<file path="src/rtl/gon_pkg.sv">
// gon_pkg
// Shared types and constants for the GON gather-bus scheduler.
//   sched_state_t      : scheduler FSM states (IDLE, SCAN, RUN)
//   GON_SCHED_CNT_BITS : default width of the transfers-per-tag count
// NUMS_PE_COL and XID_BITS normally come from the PE-array configuration
// header; the fallbacks below let the scheduler build on its own.

`ifndef NUMS_PE_COL
`define NUMS_PE_COL 8
`endif

`ifndef XID_BITS
`define XID_BITS 4
`endif

package gon_pkg;

    typedef enum logic [1:0] {
        IDLE = 2'd0,
        SCAN = 2'd1,
        RUN  = 2'd2
    } sched_state_t;

    localparam int GON_SCHED_CNT_BITS = 8;

endpackage

</file>
<file path="src/rtl/gon_scan_loader.sv">
// gon_scan_loader
// Feeds the bus ID scan chain. Every accepted ID is registered onto
// ID_scan_in with a one-cycle set_id strobe, so the chain shifts exactly
// once per accepted ID. The first ID ends up in the farthest controller.
// Ports:
//   clk, rst       : clock, synchronous active-high reset
//   load_start     : clears the load count at the start of a new load
//   scan_active    : high while the owning FSM is in SCAN
//   cfg_id_valid   : ID stream valid
//   cfg_id         : ID stream data
//   cfg_id_ready   : ID stream ready (combinational)
//   load_last      : the current accept is the final one of the load
//   set_id         : chain shift strobe (registered)
//   ID_scan_in     : chain scan data (registered, holds its last value)

module gon_scan_loader
    import gon_pkg::*;
#(
    parameter int NUMS_MASTER = `NUMS_PE_COL,
    parameter int ID_SIZE     = `XID_BITS
) (
    input  logic               clk,
    input  logic               rst,
    input  logic               load_start,
    input  logic               scan_active,
    input  logic               cfg_id_valid,
    input  logic [ID_SIZE-1:0] cfg_id,
    output logic               cfg_id_ready,
    output logic               load_last,
    output logic               set_id,
    output logic [ID_SIZE-1:0] ID_scan_in
);

    localparam int LC_BITS = $clog2(NUMS_MASTER + 1);
    localparam logic [LC_BITS-1:0] LOAD_MAX = LC_BITS'(NUMS_MASTER);

    logic [LC_BITS-1:0] load_cnt;
    logic               accept;

    // Ready stays combinational so the stream can be accepted in the very
    // first SCAN cycle and stops as soon as every controller has an ID.
    assign cfg_id_ready = scan_active && (load_cnt < LOAD_MAX);
    assign accept       = cfg_id_valid && cfg_id_ready;
    assign load_last    = accept && (load_cnt == LOAD_MAX - LC_BITS'(1));

    // Shift strobe and data follow an accept by one cycle; the data
    // register is deliberately not cleared after the load finishes.
    always_ff @(posedge clk) begin
        if (rst) begin
            load_cnt   <= '0;
            set_id     <= 1'b0;
            ID_scan_in <= '0;
        end else begin
            set_id <= accept;
            if (load_start) begin
                load_cnt <= '0;
            end else if (accept) begin
                load_cnt   <= load_cnt + LC_BITS'(1);
                ID_scan_in <= cfg_id;
            end
        end
    end

endmodule

</file>
<file path="src/rtl/gon_bus_scheduler.sv">
// gon_bus_scheduler
// Sequencer for one GON gather bus: loads the multicast IDs through the
// scan chain, then sweeps the bus tag from tag_first to tag_last (wrapping
// modulo 2^ID_SIZE), holding each tag for xfers_per_tag completed transfers.
// Ports:
//   clk, rst                      : clock, synchronous active-high reset
//   cfg_start                     : begin an ID load (IDLE only, wins over run_start)
//   cfg_id_valid/cfg_id/cfg_id_ready : ID stream handshake
//   cfg_done                      : pulse with the final set_id strobe
//   run_start                     : begin a tag sweep (IDLE only)
//   tag_first/tag_last            : sweep range, latched on run_start
//   xfers_per_tag                 : transfers per tag, latched on run_start
//   run_done                      : pulse one cycle after the final transfer
//   busy                          : high outside IDLE
//   tag/set_id/ID_scan_in         : drive the GON bus
//   bus_slave_valid/bus_slave_ready : monitored bus handshake

module gon_bus_scheduler
    import gon_pkg::*;
#(
    parameter int NUMS_MASTER = `NUMS_PE_COL,
    parameter int ID_SIZE     = `XID_BITS,
    parameter int CNT_BITS    = GON_SCHED_CNT_BITS
) (
    input  logic                clk,
    input  logic                rst,
    input  logic                cfg_start,
    input  logic                cfg_id_valid,
    input  logic [ID_SIZE-1:0]  cfg_id,
    output logic                cfg_id_ready,
    output logic                cfg_done,
    input  logic                run_start,
    input  logic [ID_SIZE-1:0]  tag_first,
    input  logic [ID_SIZE-1:0]  tag_last,
    input  logic [CNT_BITS-1:0] xfers_per_tag,
    output logic                run_done,
    output logic                busy,
    output logic [ID_SIZE-1:0]  tag,
    output logic                set_id,
    output logic [ID_SIZE-1:0]  ID_scan_in,
    input  logic                bus_slave_valid,
    input  logic                bus_slave_ready
);

    sched_state_t        state;
    logic [CNT_BITS-1:0] xfer_cnt;
    logic [CNT_BITS-1:0] xfers_lat;
    logic [ID_SIZE-1:0]  tag_last_lat;
    logic                load_start;
    logic                load_last;
    logic                fire;

    assign load_start = (state == IDLE) && cfg_start;
    assign fire       = bus_slave_valid && bus_slave_ready;

    gon_scan_loader #(
        .NUMS_MASTER (NUMS_MASTER),
        .ID_SIZE     (ID_SIZE)
    ) u_scan_loader (
        .clk          (clk),
        .rst          (rst),
        .load_start   (load_start),
        .scan_active  (state == SCAN),
        .cfg_id_valid (cfg_id_valid),
        .cfg_id       (cfg_id),
        .cfg_id_ready (cfg_id_ready),
        .load_last    (load_last),
        .set_id       (set_id),
        .ID_scan_in   (ID_scan_in)
    );

    // Main FSM. busy is registered alongside state so it always equals
    // (state != IDLE). The final accept of a load returns to IDLE on the
    // same edge that raises the last set_id, so cfg_done lines up with it.
    // A zero transfer count finishes after a single RUN cycle.
    always_ff @(posedge clk) begin
        if (rst) begin
            state        <= IDLE;
            busy         <= 1'b0;
            tag          <= '0;
            cfg_done     <= 1'b0;
            run_done     <= 1'b0;
            xfer_cnt     <= '0;
            xfers_lat    <= '0;
            tag_last_lat <= '0;
        end else begin
            cfg_done <= 1'b0;
            run_done <= 1'b0;
            case (state)
                IDLE: begin
                    if (cfg_start) begin
                        state <= SCAN;
                        busy  <= 1'b1;
                    end else if (run_start) begin
                        tag          <= tag_first;
                        tag_last_lat <= tag_last;
                        xfers_lat    <= xfers_per_tag;
                        xfer_cnt     <= '0;
                        state        <= RUN;
                        busy         <= 1'b1;
                    end
                end
                SCAN: begin
                    if (load_last) begin
                        cfg_done <= 1'b1;
                        state    <= IDLE;
                        busy     <= 1'b0;
                    end
                end
                RUN: begin
                    if (xfers_lat == '0) begin
                        run_done <= 1'b1;
                        state    <= IDLE;
                        busy     <= 1'b0;
                    end else if (fire) begin
                        if (xfer_cnt == xfers_lat - CNT_BITS'(1)) begin
                            xfer_cnt <= '0;
                            if (tag == tag_last_lat) begin
                                run_done <= 1'b1;
                                state    <= IDLE;
                                busy     <= 1'b0;
                            end else begin
                                tag <= tag + ID_SIZE'(1);
                            end
                        end else begin
                            xfer_cnt <= xfer_cnt + CNT_BITS'(1);
                        end
                    end
                end
                default: begin
                    state <= IDLE;
                    busy  <= 1'b0;
                end
            endcase
        end
    end

endmodule

</file>
<file path="config.mk">
export PLATFORM = sky130hd
export DESIGN_NAME = gon_bus_scheduler
export DESIGN_NICKNAME = d
export VERILOG_FILES = /design/src/rtl/gon_pkg.sv /design/src/rtl/gon_scan_loader.sv /design/src/rtl/gon_bus_scheduler.sv
export SDC_FILE = /design/constraint.sdc
export NUM_CORES = 1
export LEC_CHECK = 0
export CORE_ASPECT_RATIO = 0.7
export CORE_MARGIN = 4
export CORE_UTILIZATION = 40
export DETAILED_ROUTE_END_ITERATION = 7
export SLEW_MARGIN = 20
export SYNTH_ARGS = -nofsm -noshare
export SYNTH_HDL_FRONTEND = slang
export SYNTH_SLANG_ARGS = --single-unit
</file>
<file path="constraint.sdc">
create_clock -name clk -period 4.3 [get_ports clk]
set_clock_uncertainty 0.1 [all_clocks]
set_input_delay 1.29 -clock clk [delete_from_list [all_inputs] [get_ports clk]]
set_output_delay 1.29 -clock clk [all_outputs]
set_load 0.01 [all_outputs]
</file>
Fig. 1: gate-type map
Bar = 20 um.
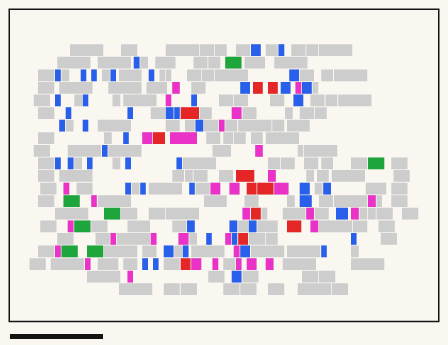
[red] AND and OR gates | cells: 11
[blue] NAND gates | cells: 50 | most used: nand2_1
[magenta] NOR gates | cells: 33 | most used: nor2_1
[green] multiplexers | cells: 7 | most used: mux2i_1

Fig. 2: signal metal coverage by tile
The die is cut into 19 by 13 equal tiles; black is low, pale yellow is high, scaled to the fullest tile. Values are wire area over tile area, all layers added.
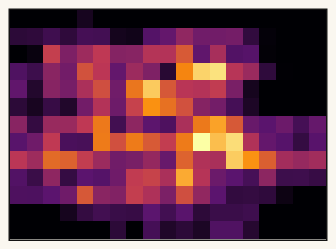
tiles over half the peak: 18%
fullest tile: 0.45
mean over tiles: 0.12

Fig. 3: cell placement
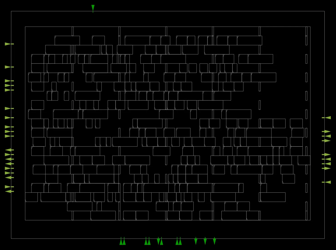
Layout Utilization: 52.07%
seq_cells: 38
non-filler instance count after layout: 338
sequential share of cell area: 30.38%

## worst max-delay path, stage by stage
cell and delay [ns]:
sky130_fd_sc_hd__clkdlybuf4s50_1 0.46, sky130_fd_sc_hd__nor2b_1 0.21, sky130_fd_sc_hd__and2_1 0.17, sky130_fd_sc_hd__a41o_1 0.16, sky130_fd_sc_hd__or4b_1 0.51, sky130_fd_sc_hd__o21ai_0 0.24, sky130_fd_sc_hd__a211oi_1 0.10
## synthesized netlist by cell type, drive strengths merged, types with 3 or more instances
library cell / count
o32ai: 4
a21oi: 17
xnor2: 6
nor2b: 3
nor2: 15
xor2: 16
nand3: 6
inv: 6
mux2i: 7
nor4: 4
a211oi: 13
buf: 5
clkbuf: 8
nand2b: 4
dfxtp: 38
nand2: 32
ha: 5
nor3: 10
nand4: 6
==> impl_metrics.env <==
# flow metrics
export IMPL_layout_top_cell_excl_fill_tap="sky130_fd_sc_hd__clkdlybuf4s50_1"
export IMPL_synth_flop_count=38
export IMPL_final_setup_viol_count=0
export IMPL_routed_wl_mm=4.603
export IMPL_power_per_cell_area_nw_per_um2=307.2
export IMPL_layout_filler_cells=456
export IMPL_nonClkBufAreaFrac_pct=16.49
export IMPL_logic_gates=176
export IMPL_synthesized_instance_count=233
export IMPL_clk_transition_reported_paths_ns=0.07
export IMPL_pwr_group_sequential_mw=0.384
export IMPL_final_min_clock_period_ns=3.110
export IMPL_hold_class="flip-flop to flip-flop"
export IMPL_mappedNetlistNets=265
export IMPL_clock_latency_late_pin_ns=0.29
export IMPL_ir_drop_uv=155.7
export IMPL_final_signal_inverter_count=6
export IMPL_synth_compound_gate_area_share_pct=16.65
export IMPL_drt_pass1_iter_count=4
export IMPL_highest_clock_rate_mhz=321.5
export IMPL_yosysChipArea_sq_um=1999
export IMPL_tightestPinTransition_ns=0.8676
export IMPL_synth_top_cells_by_area="sky130_fd_sc_hd__dfxtp_1 (38%), sky130_fd_sc_hd__xor2_1 (7.0%), sky130_fd_sc_hd__nand2_1 (6.0%)"
export IMPL_yosysCellCount=233
export IMPL_worst_r2r_setup_slack_ns=1.73
export IMPL_totalNegativeSetupSlack_ns=0
export IMPL_pwr_share_clk_pct=30.0
export IMPL_dominant_cell_class="multi-input combinational cells"
export IMPL_route_layer_met1_wl_mm=2.479
export IMPL_pwr_group_combinational_mw=0.154
export IMPL_number_of_buffers_added_by_the_clock_tree_synthesis_step=5
export IMPL_power_share_combinational_pct=20.0
export IMPL_netlist_area_sq_um=1999
export IMPL_met2WireLength_mm=1.652
export IMPL_timing_max_transition_violations_final=0
export IMPL_detailed_place_area_sq_um=2425
export IMPL_vias=1767
export IMPL_clock_area_share_pct=3.148
export IMPL_globalRouteMet1Util_pct=23.34
export IMPL_synthesis_area_per_instance_sq_um=8.581
export IMPL_critical_path_endpoint="tag[1]$_SDFFE_PP0P_"
export IMPL_chipArea_sq_um=6212
export IMPL_sequentialPowerShare_pct=50.0
export IMPL_synth_warning_count=0
export IMPL_use_met3_pct=5.345
export IMPL_groute_usage_overall_pct=15.68
export IMPL_placedCellCount=331
export IMPL_r2r_start="xfers_lat[0]$_SDFFE_PP0P_"
export IMPL_post_cts_resized_instances=0
export IMPL_die_x_um=92.51
export IMPL_floorplan_core_area_sq_um=4808
export IMPL_top_signal_layer_used="met4"
export IMPL_synth_yosys_seq_area_share_pct=38.05
export IMPL_simple_gate_area_share_pct=24.22
export IMPL_die_y_um=67.15
export IMPL_nWellTaps=69
export IMPL_cts_tree="built"
export IMPL_top_cell_area_share_pct=38.05
export IMPL_number_of_global_route_vias_before_repair=1481
export IMPL_enable_flop_cells=0
export IMPL_finalHoldWorstSlack_ns=0.3753
export IMPL_status="finished, final reports clean"
export IMPL_postSynth_topFlopCell="sky130_fd_sc_hd__dfxtp_1"
export IMPL_clk_power_mw=0.231
export IMPL_stdcell_area_sq_um=2504
export IMPL_ctsHoldBuffers=0
export IMPL_timing_critical_path_from_type="primary input"
export IMPL_number_of_nets_still_failing_antenna_checks_after_routing=0
export IMPL_cp_max_fo=4
export IMPL_worstHoldStart="tag_last_lat[3]$_SDFFE_PP0P_"
export IMPL_post_cts_setup_buffers=0
export IMPL_drtIter0Drc=108
export IMPL_post_route_worst_setup_slack_ns=1.190
export IMPL_synth_adder_area_share_pct=3.129
export IMPL_wire_length_of_the_first_global_routing_pass_mm=7.431
export IMPL_drv_max_cap_violation_count=0
export IMPL_area_growth_synth_to_final_pct=25.22
export IMPL_finalClockPeriodUsage_pct=72.33
export IMPL_power_share_switching_pct=28.17
export IMPL_layout_top_cells="sky130_fd_sc_hd__clkdlybuf4s50_1 (39), sky130_fd_sc_hd__dfxtp_1 (38), sky130_fd_sc_hd__nand2_1 (32)"
export IMPL_placementRows=21
export IMPL_ys_types=47
export IMPL_ioPinCount=40
export IMPL_floorplan_initialDensity_pct=41.58
export IMPL_post_place_ws_ns=0.8990
export IMPL_clock_root_buffer="sky130_fd_sc_hd__clkbuf_8"
export IMPL_finalPower_mw=0.7690
